File: src/rtl/cmp_sort_ctrl_if.sv
// Host-side bus of the bubble-sort accelerator: load/read port, start controls and status.
// Optional cycle_cnt signal exists only when SORT_CYCLE_CNT_EN is defined.
interface cmp_sort_ctrl_if #(
  parameter int N  = 8,
  parameter int AW = 3,
  parameter int W  = 32
);
  logic          wr_en;
  logic [AW-1:0] wr_addr;
  logic [W-1:0]  wr_data;
  logic          start;
  logic          signed_mode;
  logic          descend;
  logic [AW-1:0] rd_addr;
  logic [W-1:0]  rd_data;
  logic          busy;
  logic          done;
  logic [15:0]   swap_cnt;
`ifdef SORT_CYCLE_CNT_EN
  logic [15:0]   cycle_cnt;
`endif

  modport master (
    output wr_en, wr_addr, wr_data, start, signed_mode, descend, rd_addr,
    input  rd_data, busy, done, swap_cnt
`ifdef SORT_CYCLE_CNT_EN
    , input cycle_cnt
`endif
  );

  modport slave (
    input  wr_en, wr_addr, wr_data, start, signed_mode, descend, rd_addr,
    output rd_data, busy, done, swap_cnt
`ifdef SORT_CYCLE_CNT_EN
    , output cycle_cnt
`endif
  );
endinterface

File: src/rtl/cmp_sort_ctrl.sv
// In-place bubble sort over N registers with one shared signed/unsigned comparator and early exit.
// Define SORT_CYCLE_CNT_EN to add the saturating busy-cycle counter output cycle_cnt.
module cmp_sort_ctrl #(
  parameter int N  = 8,
  parameter int AW = 3,
  parameter int W  = 32
) (
  input logic           clk,
  input logic           rst,
  cmp_sort_ctrl_if.slave sort_if
);

  typedef enum logic [1:0] {S_IDLE, S_CMP, S_SWAP, S_DONE} state_e;

  state_e        state_q, state_d;
  logic [W-1:0]  mem_q [N];
  logic [AW-1:0] j_q, j_d;
  logic [AW-1:0] pass_q, pass_d;
  logic          swapped_q, swapped_d;
  logic [15:0]   swap_cnt_q, swap_cnt_d;
  logic          sgn_q, sgn_d;
  logic          desc_q, desc_d;
  logic          busy_q, done_q;

  logic [AW-1:0] j_nx_s;
  logic [AW-1:0] last_j_s;
  logic [W-1:0]  a_s, b_s;
  logic          lt_s, ne_s, gt_s, ooo_s;
  logic          do_swap_s, adv_s, flag_s;

  assign j_nx_s   = j_q + AW'(1);
  assign last_j_s = AW'(N - 2) - pass_q;
  assign a_s      = mem_q[j_q];
  assign b_s      = mem_q[j_nx_s];

  // Shared comparator: gt is derived from lt/ne so equal entries never look out of order
  assign lt_s  = sgn_q ? ($signed(a_s) < $signed(b_s)) : (a_s < b_s);
  assign ne_s  = (a_s != b_s);
  assign gt_s  = ne_s & ~lt_s;
  assign ooo_s = desc_q ? lt_s : gt_s;

  always_comb begin
    state_d    = state_q;
    j_d        = j_q;
    pass_d     = pass_q;
    swapped_d  = swapped_q;
    swap_cnt_d = swap_cnt_q;
    sgn_d      = sgn_q;
    desc_d     = desc_q;
    do_swap_s  = 1'b0;
    adv_s      = 1'b0;
    flag_s     = swapped_q;
    case (state_q)
      S_IDLE: begin
        if (sort_if.start) begin
          sgn_d      = sort_if.signed_mode;
          desc_d     = sort_if.descend;
          swap_cnt_d = 16'd0;
          pass_d     = '0;
          j_d        = '0;
          swapped_d  = 1'b0;
          state_d    = S_CMP;
        end else begin
          state_d = S_IDLE;
        end
      end
      S_CMP: begin
        if (ooo_s) begin
          state_d = S_SWAP;
        end else begin
          adv_s = 1'b1;
        end
      end
      S_SWAP: begin
        do_swap_s = 1'b1;
        swapped_d = 1'b1;
        flag_s    = 1'b1;
        adv_s     = 1'b1;
        if (swap_cnt_q != 16'hFFFF) begin
          swap_cnt_d = swap_cnt_q + 16'd1;
        end else begin
          swap_cnt_d = swap_cnt_q;
        end
      end
      S_DONE:  state_d = S_IDLE;
      default: state_d = S_IDLE;
    endcase
    // Advance is folded into the CMP/SWAP cycle itself; flag_s already includes this step's swap
    if (adv_s) begin
      if (j_q < last_j_s) begin
        j_d     = j_nx_s;
        state_d = S_CMP;
      end else if (!flag_s || (pass_q == AW'(N - 2))) begin
        state_d = S_DONE;
      end else begin
        pass_d    = pass_q + AW'(1);
        j_d       = '0;
        swapped_d = 1'b0;
        state_d   = S_CMP;
      end
    end else begin
      j_d = j_d;
    end
  end

  always_ff @(posedge clk) begin
    if (rst) begin
      state_q    <= S_IDLE;
      j_q        <= '0;
      pass_q     <= '0;
      swapped_q  <= 1'b0;
      swap_cnt_q <= 16'd0;
      sgn_q      <= 1'b0;
      desc_q     <= 1'b0;
      busy_q     <= 1'b0;
      done_q     <= 1'b0;
    end else begin
      state_q    <= state_d;
      j_q        <= j_d;
      pass_q     <= pass_d;
      swapped_q  <= swapped_d;
      swap_cnt_q <= swap_cnt_d;
      sgn_q      <= sgn_d;
      desc_q     <= desc_d;
      busy_q     <= (state_d == S_CMP) || (state_d == S_SWAP);
      done_q     <= (state_d == S_DONE);
    end
  end

  // Host writes only land while idle; a same-cycle start then sorts the new value
  always_ff @(posedge clk) begin
    if (rst) begin
      for (int i = 0; i < N; i++) begin
        mem_q[i] <= '0;
      end
    end else if ((state_q == S_IDLE) && sort_if.wr_en) begin
      mem_q[sort_if.wr_addr] <= sort_if.wr_data;
    end else if (do_swap_s) begin
      mem_q[j_q]    <= b_s;
      mem_q[j_nx_s] <= a_s;
    end
  end

`ifdef SORT_CYCLE_CNT_EN
  logic [15:0] cyc_q;

  always_ff @(posedge clk) begin
    if (rst) begin
      cyc_q <= 16'd0;
    end else if ((state_q == S_IDLE) && sort_if.start) begin
      cyc_q <= 16'd0;
    end else if (((state_q == S_CMP) || (state_q == S_SWAP)) && (cyc_q != 16'hFFFF)) begin
      cyc_q <= cyc_q + 16'd1;
    end
  end

  assign sort_if.cycle_cnt = cyc_q;
`endif

  assign sort_if.rd_data  = mem_q[sort_if.rd_addr];
  assign sort_if.busy     = busy_q;
  assign sort_if.done     = done_q;
  assign sort_if.swap_cnt = swap_cnt_q;

endmodule
File: src/flat_wrapper.sv
// flat-port wrapper written by rule: the top's interface ports become plain ports
module cmp_sort_ctrl_flat 
#(
  parameter int N  = 8,
  parameter int AW = 3,
  parameter int W  = 32
)
  (clk, rst, sort_if_wr_en, sort_if_wr_addr, sort_if_wr_data, sort_if_start, sort_if_signed_mode, sort_if_descend, sort_if_rd_addr, sort_if_rd_data, sort_if_busy, sort_if_done, sort_if_swap_cnt);
  cmp_sort_ctrl_if #(.N(N), .AW(AW), .W(W)) sort_if_i ();
  input logic clk;
  input logic rst;
  input wire logic [$bits(sort_if_i.wr_en)-1:0] sort_if_wr_en;
  input wire logic [$bits(sort_if_i.wr_addr)-1:0] sort_if_wr_addr;
  input wire logic [$bits(sort_if_i.wr_data)-1:0] sort_if_wr_data;
  input wire logic [$bits(sort_if_i.start)-1:0] sort_if_start;
  input wire logic [$bits(sort_if_i.signed_mode)-1:0] sort_if_signed_mode;
  input wire logic [$bits(sort_if_i.descend)-1:0] sort_if_descend;
  input wire logic [$bits(sort_if_i.rd_addr)-1:0] sort_if_rd_addr;
  output wire logic [$bits(sort_if_i.rd_data)-1:0] sort_if_rd_data;
  output wire logic [$bits(sort_if_i.busy)-1:0] sort_if_busy;
  output wire logic [$bits(sort_if_i.done)-1:0] sort_if_done;
  output wire logic [$bits(sort_if_i.swap_cnt)-1:0] sort_if_swap_cnt;
  assign sort_if_i.wr_en = sort_if_wr_en;
  assign sort_if_i.wr_addr = sort_if_wr_addr;
  assign sort_if_i.wr_data = sort_if_wr_data;
  assign sort_if_i.start = sort_if_start;
  assign sort_if_i.signed_mode = sort_if_signed_mode;
  assign sort_if_i.descend = sort_if_descend;
  assign sort_if_i.rd_addr = sort_if_rd_addr;
  assign sort_if_rd_data = sort_if_i.rd_data;
  assign sort_if_busy = sort_if_i.busy;
  assign sort_if_done = sort_if_i.done;
  assign sort_if_swap_cnt = sort_if_i.swap_cnt;
  cmp_sort_ctrl #(.N(N), .AW(AW), .W(W)) u_core (.clk(clk), .rst(rst), .sort_if(sort_if_i));
endmodule
File: config.mk
export PLATFORM = sky130hd
export DESIGN_NAME = cmp_sort_ctrl_flat
export DESIGN_NICKNAME = d
export VERILOG_FILES = /design/src/rtl/cmp_sort_ctrl_if.sv /design/src/rtl/cmp_sort_ctrl.sv /design/src/flat_wrapper.sv
export SDC_FILE = /design/constraint.sdc
export NUM_CORES = 1
export LEC_CHECK = 0
export CORE_ASPECT_RATIO = 0.8
export CORE_MARGIN = 2
export CORE_UTILIZATION = 60
export CTS_BUF_LIST = sky130_fd_sc_hd__clkbuf_8
export CTS_CLUSTER_SIZE = 25
export DETAILED_ROUTE_END_ITERATION = 8
export GPL_TIMING_DRIVEN = 0
export HOLD_SLACK_MARGIN = 0.1
export PLACE_DENSITY = 0.8
export SYNTH_ARGS = -nofsm -noshare
export SYNTH_HDL_FRONTEND = slang
export SYNTH_SLANG_ARGS = --single-unit
File: constraint.sdc
create_clock -name clk -period 9.4 [get_ports clk]
set_input_delay 1.41 -clock clk [delete_from_list [all_inputs] [get_ports clk]]
set_output_delay 1.41 -clock clk [all_outputs]
set_load 0.01 [all_outputs]
m1.png
Scale bar: 50 µm. Supply wires on this layer in grey.
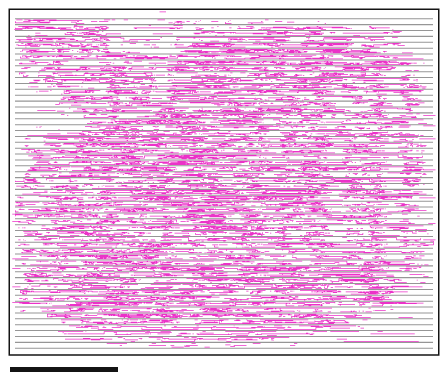
The layer holds 33% of the routed length. 1622 nets have wire on it. The layer carries 21.4 mm of wire. The longest straight run is 52.4 µm.
global-route track usage on met1: 53.48%
number of vias after detailed routing: 15.85k
total wirelength of the detailed-routed design: 64800 µm

congestion_map.png
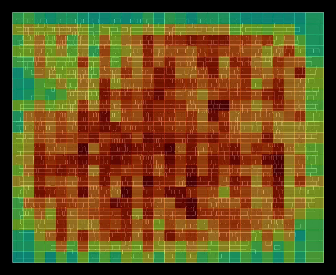
wire length per cell after detailed routing: 32.06 µm
GR met2 Demand/Resource: 58.55%

gates.png
Scale bar: 50 µm.
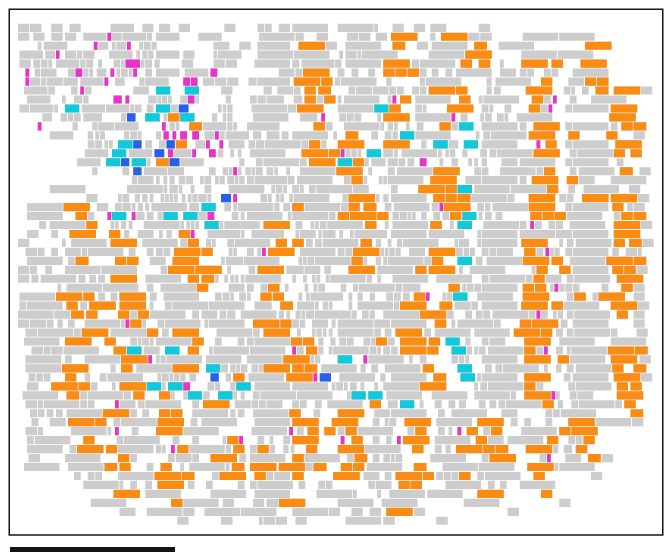
Cyan shows fa/ha/maj cells, cells 43, most used ha_1. Magenta shows nor cells, cells 68, most used nor2_1, where spread over the die. Blue shows non-inverting ao/oa cells, cells 11, most used a21o_1. Orange shows mux cells, cells 325, most used mux2i_1, where spread over the die.
top logic cell by instance count in the layout: sky130_fd_sc_hd__o22ai_1
fraction of standard cell area in multi-input logic: 43.96%

m3.png
Scale bar: 50 µm. Cells faint in the background.
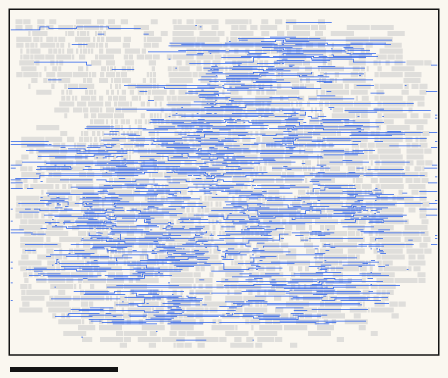
The layer carries 11800 µm of wire. The wires run mostly horizontal.
met3 global-route usage: 16.56%

closeup.png
Scale bar: 10 µm. Region (128, 20) to (168, 60) µm. Cells in grey, sequential cells in the stronger grey; small squares are vias.
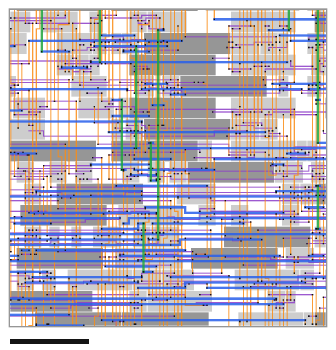
Orange shows M2. Blue shows M3. Purple shows M1. Green shows M4.
Sequential cells in the window: 16. Netlist names of flops here include `u_core.mem_q` (16). Most frequent: o22ai_1 (25), edfxtp_1 (16), mux2i_1 (11). 92 logic cells have their middle in the window.

==> metrics.json <==
{
  "report.final.slew_viol_count": {"value": 0},
  "floorplan.die.width": {"value": 197.9, "unit": "µm"},
  "timing.clock.skew": {"value": 15.56, "unit": "ps"},
  "drt_drc_violations_left": {"value": 0},
  "report.power.total": {"value": 3.229, "unit": "mW"},
  "antenna_found_initial": {"value": 1},
  "status": {"value": "complete, no violations"},
  "crit_arrival": {"value": 6450, "unit": "ps"},
  "hpwl": {"value": 43320, "unit": "µm"},
  "critical_path_peak_fanout": {"value": 10},
  "grt.overflow.total": {"value": 0},
  "final_layout_size_suffix_gt1_share": {"value": 17.34, "unit": "%"},
  "hold_class": {"value": "flop to flop"},
  "wire_length_of_the_first_global_routing_pass": {"value": 94220, "unit": "µm"},
  "numnets_final": {"value": 1697},
  "post_cts_buffers": {"value": 0},
  "drt_first_iter_violations": {"value": 3034},
  "fp_util": {"value": 61.29, "unit": "%"},
  "timing.setup.tns": {"value": 0, "unit": "ps"},
  "worst_pin_slew": {"value": 1272, "unit": "ps"},
  "synth.ff_latch_count": {"value": 285},
  "postSynth.asyncResetShare": {"value": 0, "unit": "%"},
  "synth-edff-count": {"value": 256},
  "syn_area": {"value": 0.01804, "unit": "mm²"},
  "cap_violations": {"value": 0},
  "setup_crit_start": {"value": "u_core.j_q[1]"},
  "h-tree-depth": {"value": 2},
  "cts_hold_buf": {"value": 0},
  "largest_net_degree_at_the_start_of_global_routing": {"value": 15},
  "critPathRequiredTime": {"value": 9870, "unit": "ps"},
  "detailedRoute.firstPassIterationCount": {"value": 7},
  "ys_top_cells_by_area": {"value": "sky130_fd_sc_hd__edfxtp_1 43%, sky130_fd_sc_hd__mux4_2 16%, sky130_fd_sc_hd__o22ai_1 11%"},
  "cts_tree": {"value": "yes"},
  "synth.net_count": {"value": 1539},
  "openroad.warnings": {"value": 30},
  "die_area": {"value": 0.03147, "unit": "mm²"},
  "ctsRootBufferMaster": {"value": "sky130_fd_sc_hd__clkbuf_8"},
  "syn-mean-instance-area": {"value": 12.42, "unit": "µm²"},
  "synthCells": {"value": 1452},
  "fp.coreArea": {"value": 0.02943, "unit": "mm²"},
  "ctsResizeCount": {"value": 0},
  "synth.yosys.num_cells": {"value": 1452},
  "netlist.area_leader.share": {"value": 42.62, "unit": "%"},
  "synth_area_leader_cell": {"value": "sky130_fd_sc_hd__edfxtp_1"},
  "clock.fmax": {"value": 167.3, "unit": "MHz"},
  "avgViaCountPerCell": {"value": 7.841},
  "hold_viol": {"value": 0},
  "crit_path_top_delay_cell": {"value": "sky130_fd_sc_hd__nor4_1"},
  "globalRouteTotalUtil": {"value": 40.96, "unit": "%"},
  "io_pins": {"value": 94},
  "p_leak": {"value": 6.830, "unit": "nW"},
  "setup_viol": {"value": 0},
  "min_from": {"value": "u_core.desc_q"},
  "critical_path.cell_chain": {"value": "buf_2 > buf_2 > buf_1 > mux4_2 > mux2i_1 > inv_1 > ha_1 > nand4_1 > nor4_1 > o31a_1 > o22ai_2 > mux2_2 > o22a_1 > ha_1 > nor2b_1"},
  "layout_min_cycle_time": {"value": 5976, "unit": "ps"},
  "ir_drop": {"value": 0.1754, "unit": "mV"},
  "yosysWarnings": {"value": 0},
  "area.growth.synth_to_final": {"value": 14.63, "unit": "%"},
  "max_slew_margin": {"value": 15.21, "unit": "%"},
  "power_per_standard_cell_area": {"value": 156.2, "unit": "mW/mm²"},
  "port_buffers": {"value": 90},
  "delay_of_the_slowest_cell_on_the_worst_path": {"value": 890, "unit": "ps"},
  "first_global_vias": {"value": 15574},
  "cts_inserted_buffers": {"value": 48},
  "critical_path.reg2reg.startpoint": {"value": "u_core.j_q[1]"},
  "cts.path.max_buffers": {"value": 3},
  "setup.worst_path.class": {"value": "flop to flop"},
  "gp_congestion": {"value": 0.9726},
  "synth-area-yosys": {"value": 0.01804, "unit": "mm²"},
  "final_antenna_net_count": {"value": 0},
  "critical_path.startpoint_type": {"value": "flop"},
  "worst_setup_path_end_kind": {"value": "flop"},
  "finalClockPeriodUsage": {"value": 63.57, "unit": "%"},
  "synthFlopType": {"value": "sky130_fd_sc_hd__edfxtp_1"},
  "cts_sinks": {"value": 285}
}
[cells in the mapped netlist (all sizes together), types with 2 or more instances]
cell type  instances
a221oi             2
or3                5
buf               50
mux4             128
o22ai            323
nand3b            11
a21oi             26
nor2b              9
nand2b            16
a32oi              2
a21o               6
mux2i            163
nor3               2
nor2              53
nand2             69
o21ai             45
dfxtp             29
nand4             12
and3               2
ha                43
mux2              34
nand3             16
and2               4
or2                2
inv               42
clkbuf            76
xor2               8
edfxtp           256
nor4               3
[final timing paths]
path	end	slack [ps]	cells past startpoint
min	u_core.desc_q	500	2
max	u_core.sort_if.busy	3420	15
min reg2reg	u_core.desc_q	500	2
max reg2reg	u_core.sort_if.busy	3420	15
[layout make-up]
type	instances	area, µm²	share of cell area (%)
multi-input combinational	999	9090	43.96
sequential	285	8268	39.99
timing repair buffer	108	1276	6.172
clock buffer	51	701.9	3.395
buffer	126	521.8	2.523
tap	377	471.7	2.281
clock inverter	33	188.9	0.9138
inverter	42	157.7	0.7625
[kinds of logic (layout without fill, tap and decap cells)]
group	count (synthesis)	after routing	share of synthesized area, %
buffers and inverters	168	360	3.767
muxes	325	325	27.15
xor gates and xnor gates	9	9	0.4370
AOI/OAI and AO/OA	416	416	14.33
DFF	285	285	45.84
adders and majority gates	43	43	2.983
and+or+nand+nor	206	206	5.494
[metal layers]
layer | global-route usage, % | routed length, µm | vias up
li1 | - | - | 6293
met1 | 53.48 | 21400 | 7442
met5 | 0 | 11 | -
met2 | 58.55 | 27440 | 1732
met4 | 22.39 | 4116 | 2
met3 | 16.56 | 11830 | 378
[critical path, delay by kind of cell, from the launching register on]
family	cells	cell delay (ps)
multiplexers	3	1460
buffers and inverters	4	1410
AND/OR/NAND/NOR	3	1190
AND-OR/OR-AND	3	720
adder cells (fa/ha/maj)	2	660
flip-flops	1	400
[registers in the layout, summed over array words and instances, names as in the netlist]
signal and cells:
u_core.pass_q 3, u_core.sort_if.done 1, u_core.swapped_q 1, u_core.sort_if.busy 1, u_core.mem_q 256, u_core.sort_if.swap_cnt 16, u_core.desc_q 1, u_core.j_q 3
u_core.state_q 2, u_core.sgn_q 1
[cells in the final DEF, fill, tap and decap left out, drive strengths merged, types with 12 or more instances in the layout]
master         count
mux2              34
nand2b            16
nand3             16
mux4             128
mux2i            163
inv               55
nand4             12
a21oi             26
nor2              53
clkbuf           127
dfxtp             29
o22ai            323
clkdlybuf4s50     90
buf               68
o21ai             45
edfxtp           256
clkinv            17
ha                43
nand2             69
[power breakdown]
part	leakage (nW)	switching, mW	total (mW)	internal [mW]
Combinational	3.44	0.367	0.640	0.273
Clock	0.507	0.538	1.09	0.554
Sequential	2.89	0.0473	1.50	1.45
Total	6.83	0.952	3.23	2.28
[through the flow]
| stage | hold WS (ps) | cells | worst slack, ps | instance area [µm²] |
|---|---|---|---|---|
| 2_1_floorplan | 436.8 | 1452 | 5077 | 18040 |
| 3_3_place_gp | 480.0 | 1919 | 3113 | 19410 |
| 3_5_place_dp | 484.7 | 1937 | 3867 | 19790 |
| 4_1_cts | 493.3 | 2021 | 3773 | 20680 |
| 5_1_grt | 526.4 | 2021 | 3414 | 20680 |
| 6_report | 503.7 | 2021 | 3424 | 20680 |
Power and IR drop assume default switching activity.
